$ cat src/rtl/axi_wr_arbiter.sv
// axi_wr_arbiter: two-requester round-robin owner of one AXI write path.
// A full AW/W/B transaction completes before the path is re-arbitrated.
module axi_wr_arbiter #(
  parameter int AW = 32,
  parameter int DW = 64
) (
  input  logic                axi_aclk,
  input  logic                rst_n,
  input  logic [2*AW-1:0]     s_awaddr,
  input  logic [15:0]         s_awlen,
  input  logic [5:0]          s_awsize,
  input  logic [3:0]          s_awburst,
  input  logic [1:0]          s_awvalid,
  output logic [1:0]          s_awready,
  input  logic [2*DW-1:0]     s_wdata,
  input  logic [2*(DW/8)-1:0] s_wstrb,
  input  logic [1:0]          s_wlast,
  input  logic [1:0]          s_wvalid,
  output logic [1:0]          s_wready,
  output logic [3:0]          s_bresp,
  output logic [1:0]          s_bvalid,
  input  logic [1:0]          s_bready,
  output logic [AW-1:0]       m_awaddr,
  output logic [7:0]          m_awlen,
  output logic [2:0]          m_awsize,
  output logic [1:0]          m_awburst,
  output logic                m_awvalid,
  input  logic                m_awready,
  output logic [DW-1:0]       m_wdata,
  output logic [DW/8-1:0]     m_wstrb,
  output logic                m_wlast,
  output logic                m_wvalid,
  input  logic                m_wready,
  input  logic [1:0]          m_bresp,
  input  logic                m_bvalid,
  output logic                m_bready,
  output logic                grant,
  output logic                busy,
  output logic                wlast_err
);

  typedef enum logic [1:0] {
    IDLE, ADDR, DATA, RESP
  } state_t;

  state_t     state;
  logic       last;
  logic [7:0] cnt;
  logic [7:0] beats;
  logic       win;
  logic       in_addr;
  logic       in_data;
  logic       in_resp;
  logic       final_beat;
  logic [1:0] sel;

  assign in_addr    = state == ADDR;
  assign in_data    = state == DATA;
  assign in_resp    = state == RESP;
  assign sel        = {grant, ~grant};
  assign final_beat = cnt == beats;
  assign busy       = state != IDLE;

  // On a tie the requester that did not finish last wins.
  assign win = (&s_awvalid) ? ~last : s_awvalid[1];

  always_comb begin
    m_awaddr  = '0;
    m_awlen   = '0;
    m_awsize  = '0;
    m_awburst = '0;
    m_wdata   = '0;
    m_wstrb   = '0;
    if (in_addr) begin
      m_awaddr  = grant ? s_awaddr[AW +: AW] : s_awaddr[0 +: AW];
      m_awlen   = grant ? s_awlen[15:8]  : s_awlen[7:0];
      m_awsize  = grant ? s_awsize[5:3]  : s_awsize[2:0];
      m_awburst = grant ? s_awburst[3:2] : s_awburst[1:0];
    end
    if (in_data) begin
      m_wdata = grant ? s_wdata[DW +: DW] : s_wdata[0 +: DW];
      m_wstrb = grant ? s_wstrb[DW/8 +: DW/8]
                      : s_wstrb[0 +: DW/8];
    end
  end

  assign m_awvalid = in_addr & s_awvalid[grant];
  assign m_wvalid  = in_data & s_wvalid[grant];
  assign m_wlast   = in_data & final_beat;
  assign m_bready  = in_resp & s_bready[grant];

  assign s_awready = sel & {2{in_addr & m_awready}};
  assign s_wready  = sel & {2{in_data & m_wready}};
  assign s_bvalid  = sel & {2{in_resp & m_bvalid}};
  assign s_bresp   = in_resp ? {2{m_bresp}} : 4'b0;

  always_ff @(posedge axi_aclk) begin
    if (!rst_n) begin
      state     <= IDLE;
      grant     <= 1'b0;
      last      <= 1'b1;
      cnt       <= '0;
      beats     <= '0;
      wlast_err <= 1'b0;
    end else begin
      unique case (state)
        IDLE: begin
          if (|s_awvalid) begin
            grant <= win;
            state <= ADDR;
          end
        end
        ADDR: begin
          if (m_awvalid && m_awready) begin
            beats <= m_awlen;
            cnt   <= '0;
            state <= DATA;
          end
        end
        DATA: begin
          if (m_wvalid && m_wready) begin
            if (s_wlast[grant] != final_beat)
              wlast_err <= 1'b1;
            // Hold cnt on the final beat so awlen=255 never wraps.
            if (final_beat)
              state <= RESP;
            else
              cnt <= cnt + 8'd1;
          end
        end
        RESP: begin
          if (m_bvalid && m_bready) begin
            last  <= grant;
            state <= IDLE;
          end
        end
        default: state <= IDLE;
      endcase
    end
  end

endmodule
$ cat config.mk
export PLATFORM = sky130hd
export DESIGN_NAME = axi_wr_arbiter
export DESIGN_NICKNAME = d
export VERILOG_FILES = /design/src/rtl/axi_wr_arbiter.sv
export SDC_FILE = /design/constraint.sdc
export NUM_CORES = 1
export LEC_CHECK = 0
export CAP_MARGIN = 20
export CELL_PAD_IN_SITES_DETAIL_PLACEMENT = 0
export CELL_PAD_IN_SITES_GLOBAL_PLACEMENT = 1
export CORE_MARGIN = 2
export CORE_UTILIZATION = 16
export DETAILED_ROUTE_END_ITERATION = 7
export PLACE_DENSITY_LB_ADDON = 0.08
export SYNTH_ARGS = -nofsm -noshare
export SYNTH_HDL_FRONTEND = slang
export SYNTH_SLANG_ARGS = --single-unit
$ cat constraint.sdc
create_clock -name axi_aclk -period 1.7 [get_ports axi_aclk]
set_input_delay 0.17 -clock axi_aclk [delete_from_list [all_inputs] [get_ports axi_aclk]]
set_output_delay 0.17 -clock axi_aclk [all_outputs]
set_load 0.01 [all_outputs]
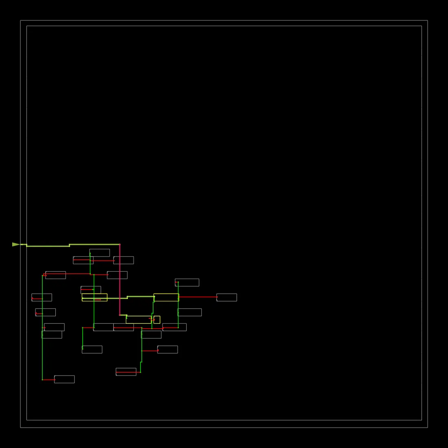
*Clock nets*
total CTS buffers: 3
clk_lat worst skew: 0.26 ns

==> run_results.csv <==
group,metric,value,unit
logic_synthesis,syn_area,3360,um2
final_layout,comb_area,3180,um2
outcome,outcome,"complete, but fails checks",
logic_synthesis,postSynthCellCount,412,
routing,first_iter_violations,87,
routing,viasPerCell,4.13,
logic_synthesis,synth.avg_cell_area,8.15,um2
worst_setup_path,criticalPathCategory,"reg -> reg",
placement,globalplace.congestion,0.822,
die,die_area,22200,um2
placement,dp.cells,1105,
timing,finalClockPeriodUsage,111,%
timing,final-max-slew-violation-count,0,
power,switching_share,37.6,%
timing,slew_headroom,78.8,%
logic_synthesis,topCellsByArea,"mux2i_1 (39%), nor2b_1 (22%), dfxtp_1 (13%)",
logic_synthesis,common_cells,"mux2i_1 (130), nor2b_1 (120), dfxtp_1 (21)",
grt,grt_pass1_vias,4799,
power,comb_power_share,84.5,%
grt,grt_use_met1,19.9,%
timing,hold_violations,0,
placement,placed_area,8070,um2
grt,use_met2,36.1,%
timing,setup_violations,43,
logic_synthesis,synth.most_common_cell,"mux2i_1",
clocking,cts_hold_buf,0,
die,io_pins,383,
worst_setup_path,crit_path_top_delay_cell,"dfxtp_4",
outcome,violations,"setup timing",
power,p_clk_share,7.1,%
grt,grt_max_degree,19,
logic_synthesis,top_cell_area_share,38.7,%
grt,grt_pass1_wl,30.7,mm
power,power.density,797,nW/um2
worst_setup_path,path_buffers,3,
clocking,cts-htree-levels,1,
min_path,hp-class,"reg -> reg",
grt,antenna_found_initial,6,
routing,num_vias,4849,
die,die_h,149,um
final_layout,layout-drive-gt1-share,37.7,%
timing,setup_ws,-0.179,ns
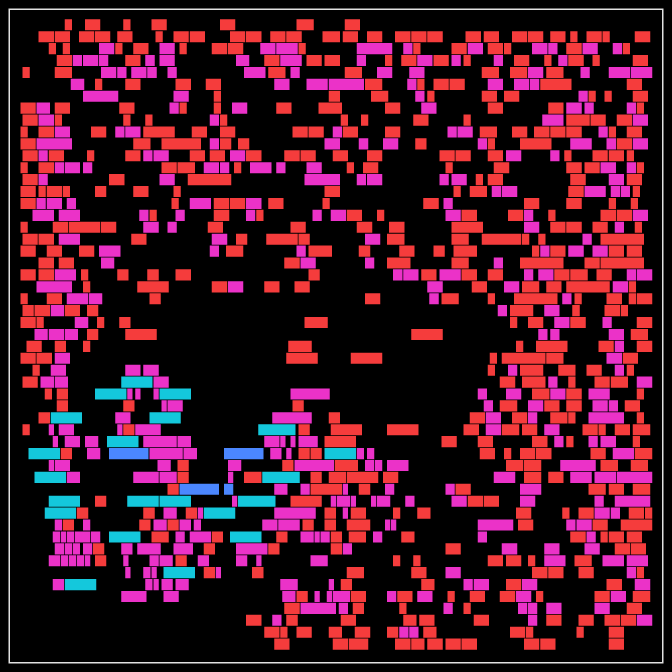
*Placed cells, one color a class*
remaining buffers and delay cells -> red  # cells 512, share of their area 57%
clock drivers and dummy loads -> blue  # cells 4, share of their area 0.94%
combinational and other logic -> magenta  # cells 356, share of their area 37%
sequential cells -> cyan  # cells 21, share of their area 5.0%
fin area: 8970 um2
Util after Layout: 43.1%
Site Rows: 53

placed cells by master (no fill, tap or decap), types with 6 or more instances in the layout:
cell             instances
mux2i_2                 15
nor2b_2                 11
nor2_1                  14
dfxtp_1                 18
clkdlybuf4s50_1        250
nor2b_4                 13
buf_8                   12
nand2_1                 14
nor2b_1                 96
buf_4                   61
buf_12                  19
buf_16                   7
dlygate4sd2_1            7
mux2i_4                 12
buf_2                   97
nand3_1                  6
mux2i_1                103
clkbuf_2                10
xor2_1                   6
buf_6                   45
through the flow:
stage | TNS (ns) | hold WS (ns) | power, uW
after floorplan | 0 | 0.342 | 2650
after global placement | -10.33 | 0.450 | 5690
after detailed placement | -15.01 | 0.471 | 5690
after CTS | -8.07 | 0.480 | 6670
after global routing | -8.03 | 0.507 | 7590
final | -2.51 | 0.471 | 7150
flip-flops by register name (all words and copies together) (netlist names):
signal     cells
beats          8
cnt            8
grant          1
last           1
state          2
wlast_err      1
path summary, 6_finish.rpt:
path | depth (start not counted) | to | from | slack, ns
max reg2reg | 8 | cnt[4]$_SDFFE_PN0P_ | grant$_SDFFE_PN0P_ | -0.18
max | 8 | cnt[4]$_SDFFE_PN0P_ | grant$_SDFFE_PN0P_ | -0.18
min reg2reg | 2 | wlast_err$_SDFFE_PN0P_ | wlast_err$_SDFFE_PN0P_ | 0.47
min | 2 | wlast_err$_SDFFE_PN0P_ | wlast_err$_SDFFE_PN0P_ | 0.47
power by group through the flow:
stage               sequential (uW)  clock [uW]  combinational, uW
floorplan                       572           0               2070
global placement                584           0               5100
detailed placement              589           0               5100
CTS                             587         532               5550
finish                          597         511               6040
global route                    603         552               6440
timing repair:
item,CTS,global route
endpoints found under the setup margin,142,125
pin swaps,9,15
setup buffers,31,27
cloned,7,2
resized,492,181
layout make-up:
cell class,instances,area share [%]
inverters,6,0.279
multi-input cells,350,35.5
repair buffers,512,54.5
clock buffers,3,0.837
well taps,275,3.84
diodes,5,0.140
clock inverters,1,0.0698
flip-flops and latches,21,4.81
tightest hold or removal path: stages, from the launching register on:
cell,delay [ns]
dfxtp_1,0.31
nand2_1,0.05
o31ai_1,0.06
cells by family after synthesis:
logic type / count (synthesis) / synth area share, %
xor+xnor: 9 / 2.79
compound gates: 24 / 5.25
mux: 131 / 39.1
simple gates: 181 / 32.8
flops: 21 / 12.5
fa+ha+maj: 5 / 1.86
buf+inv: 41 / 5.66
layer usage:
| metal | routed length [um] | vias up |
|---|---|---|
| li1 | - | 2384 |
| met3 | 1640 | 14 |
| met2 | 12400 | 194 |
| met5 | 13 | - |
| met1 | 8160 | 2255 |
| met4 | 237 | 2 |
Power is estimated from default activity; no workload was simulated.
